===== src/rtl/fetch_stage.sv =====
// Instruction fetch front end: single-word reads from main memory into a small
// FIFO, with {pc, insn} handed to decode and redirect-driven flushes.
module fetch_stage #(
    parameter int ADDRESS_SIZE = 32,
    parameter int DATA_SIZE = 32,
    parameter logic [ADDRESS_SIZE-1:0] START_ADDRESS = 32'h80020000,
    parameter int FIFO_DEPTH = 2
) (
    input  logic                    clk,
    input  logic                    reset,
    input  logic                    run,
    input  logic                    redirect,
    input  logic [ADDRESS_SIZE-1:0] redirect_pc,
    output logic [ADDRESS_SIZE-1:0] mem_addr,
    output logic [1:0]              mem_acc_size,
    output logic                    mem_wren,
    output logic                    mem_enable,
    input  logic                    mem_busy,
    input  logic [DATA_SIZE-1:0]    mem_d_out,
    output logic                    insn_valid,
    output logic [DATA_SIZE-1:0]    insn,
    output logic [ADDRESS_SIZE-1:0] insn_pc,
    input  logic                    insn_ready,
    output logic                    state_dbg
);

    localparam int PTR_W = $clog2(FIFO_DEPTH);
    localparam int CNT_W = PTR_W + 1;

    typedef enum logic {
        IDLE = 1'b0,
        RUN  = 1'b1
    } state_t;

    state_t                  state;
    logic [ADDRESS_SIZE-1:0] pc;
    logic [ADDRESS_SIZE-1:0] inflight_pc;
    logic                    inflight;
    logic                    drop;
    logic [ADDRESS_SIZE-1:0] fifo_pc   [FIFO_DEPTH];
    logic [DATA_SIZE-1:0]    fifo_data [FIFO_DEPTH];
    logic [PTR_W-1:0]        rd_ptr;
    logic [PTR_W-1:0]        wr_ptr;
    logic [CNT_W-1:0]        count;
    logic                    credit_ok;
    logic                    issue;
    logic                    push;
    logic                    pop;

    // Decode handshake: the head transfers at the posedge where insn_valid and
    // insn_ready are both high; insn/insn_pc hold steady while valid && !ready.
    assign insn_valid = (count != '0);
    assign pop        = insn_valid && insn_ready;

    // Credits cover buffered entries plus the outstanding request, so a
    // response always finds a free slot; !inflight keeps one request in flight.
    assign credit_ok = (count + CNT_W'(inflight)) < CNT_W'(FIFO_DEPTH);
    assign issue     = (state == RUN) && !mem_busy && !redirect && !inflight && credit_ok;
    assign push      = inflight && !drop && !redirect;

    assign mem_enable   = issue;
    assign mem_addr     = pc;
    assign mem_acc_size = 2'b00;
    assign mem_wren     = 1'b0;

    assign insn      = insn_valid ? fifo_data[rd_ptr] : '0;
    assign insn_pc   = insn_valid ? fifo_pc[rd_ptr] : '0;
    assign state_dbg = state;

    always_ff @(posedge clk) begin
        if (reset) begin
            state       <= IDLE;
            pc          <= START_ADDRESS;
            inflight    <= 1'b0;
            inflight_pc <= '0;
            drop        <= 1'b0;
            rd_ptr      <= '0;
            wr_ptr      <= '0;
            count       <= '0;
        end else begin
            case (state)
                IDLE:    if (run) state <= RUN;
                RUN:     if (!run) state <= IDLE;
                default: state <= IDLE;
            endcase

            inflight <= issue;
            if (issue) inflight_pc <= pc;
            drop <= redirect && inflight;

            if (redirect) begin
                pc     <= redirect_pc & ~ADDRESS_SIZE'(3);
                rd_ptr <= '0;
                wr_ptr <= '0;
                count  <= '0;
            end else begin
                if (issue) pc <= pc + ADDRESS_SIZE'(4);
                if (push) wr_ptr <= wr_ptr + PTR_W'(1);
                if (pop) rd_ptr <= rd_ptr + PTR_W'(1);
                count <= count + CNT_W'(push) - CNT_W'(pop);
            end
        end
    end

    // Storage needs no reset: entries are only visible through count.
    always_ff @(posedge clk) begin
        if (!reset && push) begin
            fifo_pc[wr_ptr]   <= inflight_pc;
            fifo_data[wr_ptr] <= mem_d_out;
        end
    end

endmodule


===== config.mk =====
export PLATFORM = sky130hd
export DESIGN_NAME = fetch_stage
export DESIGN_NICKNAME = d
export VERILOG_FILES = /design/src/rtl/fetch_stage.sv
export SDC_FILE = /design/constraint.sdc
export NUM_CORES = 1
export LEC_CHECK = 0
export CAP_MARGIN = 40
export CORE_MARGIN = 3
export CORE_UTILIZATION = 46
export CTS_CLUSTER_DIAMETER = 30
export DETAILED_ROUTE_END_ITERATION = 6
export PLACE_DENSITY = 0.76
export REMOVE_ABC_BUFFERS = 1
export SLEW_MARGIN = 40
export SYNTH_ARGS = -nofsm -noshare
export SYNTH_HDL_FRONTEND = slang
export SYNTH_SLANG_ARGS = --single-unit

===== constraint.sdc =====
create_clock -name clk -period 7.5 [get_ports clk]
set_input_delay 1.5 -clock clk [delete_from_list [all_inputs] [get_ports clk]]
set_output_delay 1.5 -clock clk [all_outputs]
set_load 0.05 [all_outputs]

==> run_1/metal_stack.png <==
(4 px per µm) Only two layers are drawn.
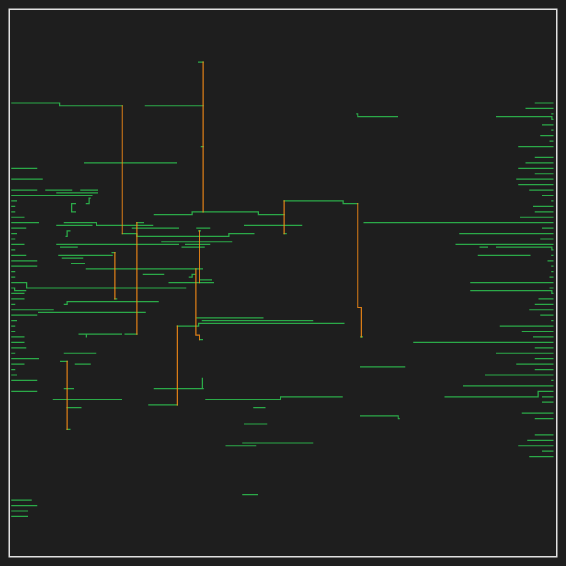
[met4] orange | wire length: 219 µm
[met3] green | wire length: 1410 µm
WL per Instance: 17.3 µm
routed vias: 5662
gr usage total: 19.4%

==> run_1/zoom.png <==
Window x 92 to 112, y 92 to 112 µm. Cells in gray, sequential cells in the stronger gray; small squares are vias.
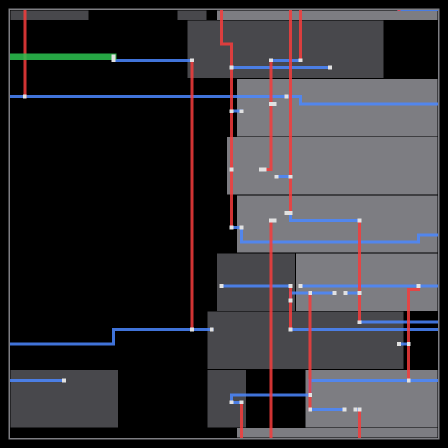
[met3] green
[met2] red
[met1] blue
most frequent: edfxtp_1 (5), clkbuf_16 (3)
cells with their middle in the window: 10
netlist names of flops here include: fifo_data (5)
sequential cells in the window: 5

==> run_1/met2.png <==
(3 px per µm) Cells faint in the background.
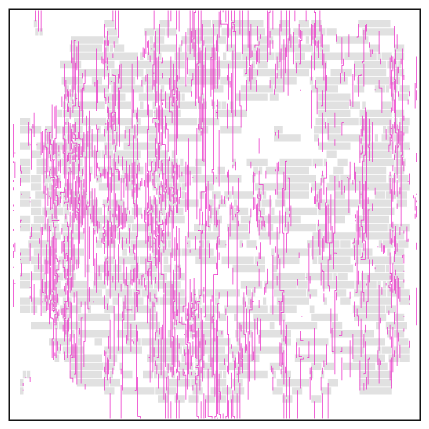
wire length on this layer: 8610 µm
nets with wire on the layer: 749
longest straight run: 48.4 µm
main direction: vertical
share of all routed wire: 48%
Post-Route WL: 18.1 mm
met2 usage: 32.0%

## run 1: final cells by class
type / count / area, µm² / share of cell area (%)
Clock buffer: 19 / 443 / 4.33
Timing Repair Buffer: 175 / 1750 / 17.1
Tap cell: 220 / 275 / 2.69
Multi-Input combinational cell: 412 / 2520 / 24.7
Inverter: 15 / 56.3 / 0.551
Clock inverter: 13 / 88.8 / 0.869
Sequential cell: 192 / 5090 / 49.8
## run 1: metrics by stage
stage          power [mW]  worst slack (ns)
3_3_place_gp         1.35              2.97
5_1_grt              2.22              3.11
2_1_floorplan        1.26            -0.137
3_5_place_dp         1.35              2.92
6_report             2.14              3.23
4_1_cts              2.16              3.26
## run 1: critical path, delay by kind of cell
| kind | cells | cell delay (ns) |
|---|---|---|
| buf+inv | 5 | 1.15 |
| simple gates | 1 | 0.12 |
==> deck_impl_summary.md, run 1 <==
Implementation Results

Clocking
  – Root Buffer: clkbuf_16
  – Clk latency late pin: 0.42 ns
  – TritonCTS Buffers: 17
  – Hold-fix buffers, CTS: 0
  – Longest Clk Path Bufs: 2

Timing
  – Period utilisation layout: 56.9%
  – Max Clock Freq: around 0.23 GHz
  – RSZ-0062 raised after global routing: no
  – Min Tclk post-route: between 4 and 5 ns
  – Worst Tran Pin Value: approximately 0.83 ns
  – Endpoints failing hold: 0
  – Hold WS: around 0.45 ns

Finish
  – Non-Filler Instances: about 1000
  – Util after Layout: 61.4%
  – Most frequent logic cell in the layout: clkdlybuf4s50_1
  – Top Layout Cells: clkdlybuf4s50_1, edfxtp_1, nor2_1

Detailed routing
  – Via-to-Cell Ratio: ~5.4
  – Wire length on met3: 1.41 mm
  – M1 wire length: slightly below 8 mm
  – Routed Antenna Nets: 0
  – 1st-pass router iterations: 5
  – DR WL met2: roughly 8.6 mm
  – Top layer in use: met4

Critical path
  – Worst path max stage delay: roughly 0.45 ns
  – R2R Path End: mem_addr[23]
  – Crit Path Class: primary input to primary output
  – Critical path data required time: roughly 6.0 ns
  – Worst Path Max Fanout: 29
  – FF-to-FF setup slack: between 4 and 5 ns
  – Cell mode on critical path: inv_1
  – CP max-delay cell: clkdlybuf4s50_1
  – Crit. Startpoint: redirect
  – CP endpoint: mem_enable
  – Setup crit start kind: primary input

Flow run
  – Tool warnings: 27

Power and ir drop
  – Leading power group: sequential cells
  – Seq pwr share: a little over half
  – Combinational share of power: 8.2%
  – Peak VDD IR: ~0.15 mV
  – Pwr Density: around 210 nW/µm²
  – Sw frac: 23.4%
  – Clk pwr: ~0.8 mW
  – P_int: roughly 1.6 mW
  – P_leak: 3.21 nW
  – Power Sequential: approximately 1.2 mW

Placed design
  – Routability cong.: ~0.86
  – Area after DPL: 9690 µm²

Yosys
  – Ys flop type: edfxtp_1
  – Top cells by count: edfxtp_1, nor2_1, nand2_1
  – Mux frac, synth: between 7 and 8%
  – Post-synth ARST share: 0%
  – Xor+xnor area frac: about 1.7%
  – Synthesis Warnings: 0
  – Mapped Cells: 662
  – Ys cells: 662
  – Most frequent cell after synthesis: edfxtp_1
  – Post-synthesis compound-gate area fraction: under 10%
  – Max-area cell share: 47.5%
  – FF+latch count, synth: approximately 190

GRT
  – Pin count of the biggest net entering global routing: approximately 77
  – Met3 Use GR: approximately 4.6%
  – Vias in the first global route: approximately 5600

Min path
  – Min-delay worst type: register to register
  – WHS Path Cells: 0

Die
  – Core area: between 15000 and 20000 µm²
  – Die y size: about 140 µm

Status
  – Status: complete, no violations
==> run 2: changes to the inputs <==
- CORE_UTILIZATION: 46 -> 51
- PLACE_DENSITY: 0.76 -> 0.79
- clock period: 7.5 -> 4.1 ns (I/O delays scaled with it)
==> run_2/port_nets.png <==
(3 px per µm)
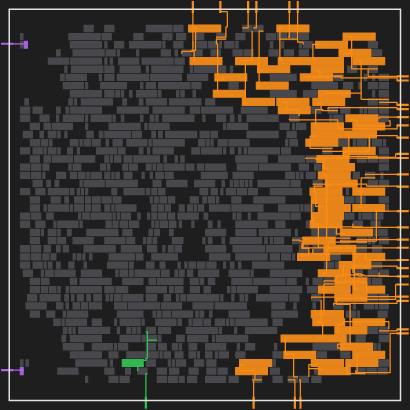
[state_dbg] green | bits: 1 | direction: output | edge: bottom | end cells: 1 | buffers: 1 | wire: 26.9 µm
[mem_d_out] orange | bits: 32 | direction: input | edge: 23 right, 6 top, 3 bottom | end cells: 64 | buffers: 32 | wire: 1210 µm
[mem_acc_size] purple | bits: 2 | direction: output | edge: left | end cells: 2 | buffers: 0 | wire: 9.50 µm
Ports: 172
I/O Buffers: 162

==> run_2/zoom.png <==
Window x 87 to 107, y 87 to 107 µm. Cells in gray, sequential cells in the stronger gray; small squares are vias.
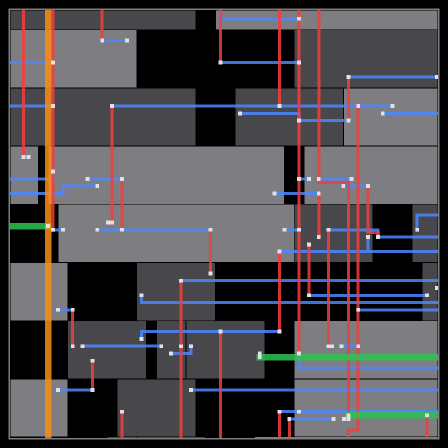
[met1] blue
[met4] orange
[met3] green
[met2] red
sequential cells in the window: 6
netlist names of flops here include: fifo_data (6)
most frequent: edfxtp_1 (6), clkdlybuf4s50_1 (3)
cells with their middle in the window: 16

==> deck_impl_summary.md, run 2 <==
Implementation Results

Power and ir drop
  – Seq pwr share: 53.9%
  – Peak VDD IR: between 0.3 and 0.4 mV
  – Pwr Total: just under 4 mW
  – Switching pwr: 0.879 mW
  – P_leak: between 3 and 4 nW
  – Sw frac: between 20 and 25%
  – Clk pwr: ~1.5 mW
  – Pwr Density: 385 nW/µm²
  – Leading power group: sequential cells
  – P_int: slightly above 3 mW
  – Combinational share of power: under 10%

Critical path
  – Critical path depth: 4
  – Setup crit start kind: register
  – CP max-delay cell: clkdlybuf4s50_1
  – Critical path data required time: 3.28 ns
  – Crit path buf inv count: 2
  – Worst path max stage delay: between 0.8 and 0.9 ns
  – CP delay by family, top: buffers and inverters
  – Worst Path Max Fanout: 29
  – Crit Path Class: register to primary output

Die
  – Core area: approximately 15000 µm²

Detailed routing
  – Via-to-Cell Ratio: approximately 5.6
  – Routed Antenna Nets: 0
  – 1st-pass router iterations: 6
  – Top layer in use: met5
  – Routed vias: ~5700
  – M1 wire length: 7.44 mm
  – DR WL met2: about 8.3 mm
  – Post-Route WL: 17.7 mm

GRT
  – Vias in the first global route: around 5400
  – Gr usage total: about a fifth
  – Met2 usage: 34.2%
  – Pin count of the biggest net entering global routing: approximately 74
  – Met3 Use GR: 5.32%
  – Initial antenna violation count: 1

Finish
  – Non-Filler Instances: 1011
  – Inverters, non-clock: 15
  – Final nets: ~890
  – Sequential cell area: ~5100 µm²
  – Flop share of the area: 49.9%
  – Top class by area: sequential cells
  – # clk buffers: 27
  – Clock buf/inv share: around 5.3%
  – Buffers, non-clock: between 150 and 200
  – Post-route cell area: about 10000 µm²
  – Util after Layout: 69.1%
  – Top Layout Cells: clkdlybuf4s50_1, edfxtp_1, nor2_1
  – Registers: between 150 and 200
  – Logic share of the area: approximately a quarter
  – Layout non-clock buf frac: between 10% and 20%
  – Most frequent logic cell in the layout: clkdlybuf4s50_1

Min path
  – WHS Path Cells: 0
  – Min-delay worst type: register to register

Timing
  – Hold WS: approximately 0.45 ns
  – Endpoints failing hold: 0
  – Max Clock Freq: between 0.2 and 0.3 GHz
  – Period utilisation layout: a little over four fifths
  – RSZ-0062 raised after global routing: no
  – Count of final setup violators: 0
  – Worst Tran Pin Value: 0.786 ns
  – Worst setup margin: a little under 0.7 ns

Clocking
  – Clk latency late pin: around 0.43 ns
  – Longest Clk Path Bufs: 2
  – Hold-fix buffers, CTS: 0
  – TritonCTS Buffers: 17
  – Clock slew at reported path FFs: about 0.06 ns

Yosys
  – Ys flop type: edfxtp_1
  – Mapped Cells: around 660
  – Mapped Area: between 7000 and 8000 µm²
  – Most frequent cell after synthesis: edfxtp_1
  – Top cells by count: edfxtp_1, nor2_1, nand2_1
  – Max-area cell share: a little under half
  – Post-synth seq share: around two thirds
  – FF+latch count, synth: between 150 and 200
  – Ys cells: about 660
  – Synthesis Warnings: 0
  – Post-synth ARST share: 0%

Status
  – Status: complete, no violations

Placed design
  – Area after DPL: 9660 µm²

Flow run
  – Tool warnings: 27
-- run 2: cell counts after synthesis --
No cell type changed its count.
-- run 2: kinds of logic after synthesis --
group,Yosys count,share of synthesized area [%]
AND/OR/NAND/NOR,245,14.5
flip-flops,192,64.9
AND-OR/OR-AND,80,6.97
buffers and inverters,64,3.44
multiplexers,62,7.92
XOR/XNOR,15,1.68
adder cells (fa/ha/maj),3,0.479
other,1,0.0479
-- run 2: final timing paths --
path	from	to	slack (ns)
setup reg to reg	count[1]	mem_addr[29]	1.53
hold / removal	inflight_pc[8]	fifo_pc[0][8]	0.45
setup / recovery	register	insn_pc[27]	0.68
hold reg to reg	inflight_pc[8]	fifo_pc[0][8]	0.45
==> run 3: changes to the inputs <==
- clock period: 4.1 -> 3.5 ns (I/O delays scaled with it)
==> run_3/metal_stack.png <==
(4 px per µm) Only two layers are drawn.
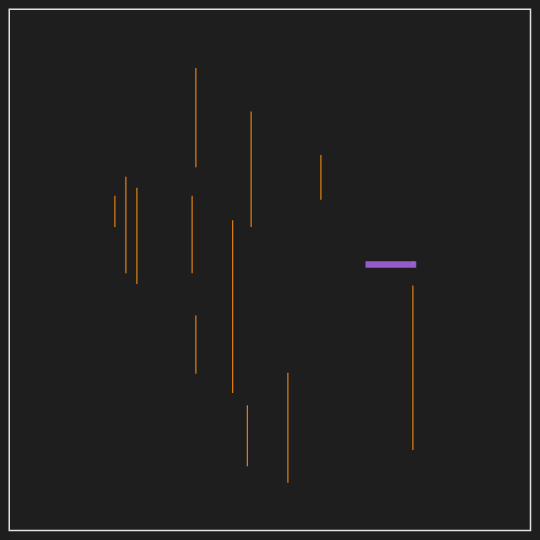
[met5] purple | wire length: 11.0 µm
[met4] orange | wire length: 279 µm
WL per Instance: 17.8 µm
gr usage total: 21.6%
Post-Route WL: 18.1 mm

==> run_3/zoom.png <==
Window x 87 to 107, y 87 to 107 µm. Cells in gray, sequential cells in the stronger gray; small squares are vias.
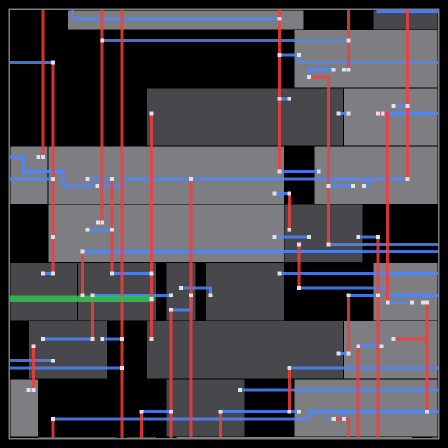
[met3] green
[met1] blue
[met2] red
sequential cells in the window: 5
cells with their middle in the window: 13
netlist names of flops here include: fifo_data (5)
most frequent: edfxtp_1 (5), clkdlybuf4s50_1 (3)

==> deck_impl_summary.md, run 3 <==
Implementation Results

Min path
  – HP Start: inflight_pc[29]
  – Min-delay worst type: register to register
  – Hold EP: fifo_pc[0][29]
  – WHS Path Cells: 0

Clocking
  – TritonCTS Buffers: 17
  – Root Buffer: clkbuf_16
  – Longest Clk Path Bufs: 2
  – Hold-fix buffers, CTS: 0
  – Clk latency late pin: around 0.42 ns
  – Clock slew at reported path FFs: 0.07 ns
  – CTS sink cnt: around 190

Power and ir drop
  – Switching pwr: 1.08 mW
  – Pwr Total: approximately 4.7 mW
  – Seq pwr share: a little over half
  – Clk pwr: roughly 1.9 mW
  – Sw frac: between 20% and 30%
  – Pwr Density: 459 nW/µm²
  – Peak VDD IR: between 0.3 and 0.4 mV
  – P_leak: around 3.2 nW
  – Leading power group: sequential cells
  – Combinational share of power: around 8.0%
  – Power Sequential: between 2 and 2.5 mW
  – P_int: 3.63 mW

Finish
  – Layout area overhead: 31.0%
  – #MultiIn Comb: about 410
  – Top Layout Cells: clkdlybuf4s50_1, edfxtp_1, nor2_1
  – Sequential cell area: between 5000 and 6000 µm²
  – Gate Area: 2520 µm²
  – Final nets: about 900
  – Biggest register: fifo_data
  – Flop share of the area: 49.6%
  – Logic share of the area: between 20 and 25%
  – Buffers, non-clock: approximately 180
  – Layout non-clock buf frac: around 18%
  – Clock buf/inv share: ~5.5%
  – Inverters, non-clock: 15
  – # clk buffers: 17
  – Most frequent logic cell in the layout: clkdlybuf4s50_1
  – Util after Layout: 69.5%
  – Post-route cell area: between 10000 and 15000 µm²
  – Registers: 192
  – Non-Filler Instances: slightly above 1000
  – Top class by area: sequential cells

Timing
  – Worst setup margin: a little over 0.4 ns
  – Worst Tran Pin Value: between 0.7 and 0.8 ns
  – Worst clock skew: between 0.007 and 0.008 ns
  – RSZ-0062 raised after global routing: no
  – Min Tclk post-route: around 3 ns
  – Hold WS: roughly 0.45 ns
  – Endpoints failing hold: 0
  – Count of final setup violators: 0
  – Max Clock Freq: ~0.32 GHz
  – Period utilisation layout: roughly nine tenths

Placed design
  – Area after DPL: between 9000 and 10000 µm²
  – Worst slack, placed: just over 0.3 ns
  – I/O Buffers: roughly 160
  – Routability cong.: about 0.86

GRT
  – Met2 usage: between 30 and 40%
  – Initial antenna violation count: 1
  – Vias in the first global route: ~5600
  – Met3 Use GR: under 10%
  – Pin count of the biggest net entering global routing: just under 60

Critical path
  – Worst path max stage delay: between 0.8 and 0.9 ns
  – Setup crit start kind: register
  – Crit path buf inv count: 2
  – CP max-delay cell: clkdlybuf4s50_1
  – CP endpoint: insn[27]
  – Crit Path Class: register to primary output
  – Crit Reg-Reg Startpoint: count[1]
  – Critical path depth: 4
  – R2R Path End: mem_addr[23]
  – FF-to-FF setup slack: 1.03 ns
  – Worst Path Max Fanout: 17
  – CP delay by family, top: buffers and inverters
  – Critical path data required time: about 2.8 ns

Flow run
  – Tool warnings: 27

Yosys
  – Post-synth ARST share: 0%
  – Mapped Cells: 662
  – Max-area cell share: between 40% and 50%
  – Post-synth seq share: ~65%
  – Ys flop type: edfxtp_1
  – Top cells by count: edfxtp_1, nor2_1, nand2_1
  – Mapped Area: between 7000 and 8000 µm²
  – Synthesis Warnings: 0
  – Ys cells: approximately 660
  – FF+latch count, synth: between 150 and 200
  – Most frequent cell after synthesis: edfxtp_1

Die
  – Core area: 14800 µm²
  – Die y size: approximately 130 µm
  – Ports: around 170
  – TAP cells: ~180

Status
  – Status: complete, no violations

Detailed routing
  – 1st-pass router iterations: 5
  – Via-to-Cell Ratio: about 5.6
  – M1 wire length: roughly 8 mm
  – Routed Antenna Nets: 0
  – Wire length on met3: between 1 and 1.5 mm
  – Routed vias: approximately 5700
  – Top layer in use: met5
  – DR WL met2: approximately 8.6 mm
==> run 3: cell count changes in the layout (fill, tap and decap cells not counted), moves of 2 or more <==
cell | before | now
clkinvlp_4 | 1 | 3
buf_4 | 11 | 15
clkbuf_8 | 2 | 0
clkbuf_1 | 7 | 0
inv_6 | 0 | 3
clkinv_1 | 0 | 4
bufinv_16 | 0 | 2
==> run 3: cells by family (layout without fill, tap and decap cells) <==
group / Yosys count / after routing / share of synthesized area [%]
simple gates: 245 / 245 / 14.5
compound gates: 80 / 80 / 6.97
flops: 192 / 192 / 64.9
other cells: 1 / 7 / 0.0479
mux: 62 / 62 / 7.92
buf+inv: 64 / 227 / 3.44
fa+ha+maj: 3 / 3 / 0.479
xor+xnor: 15 / 15 / 1.68
Power figures rest on the tool's default switching activity, not on a simulated workload.
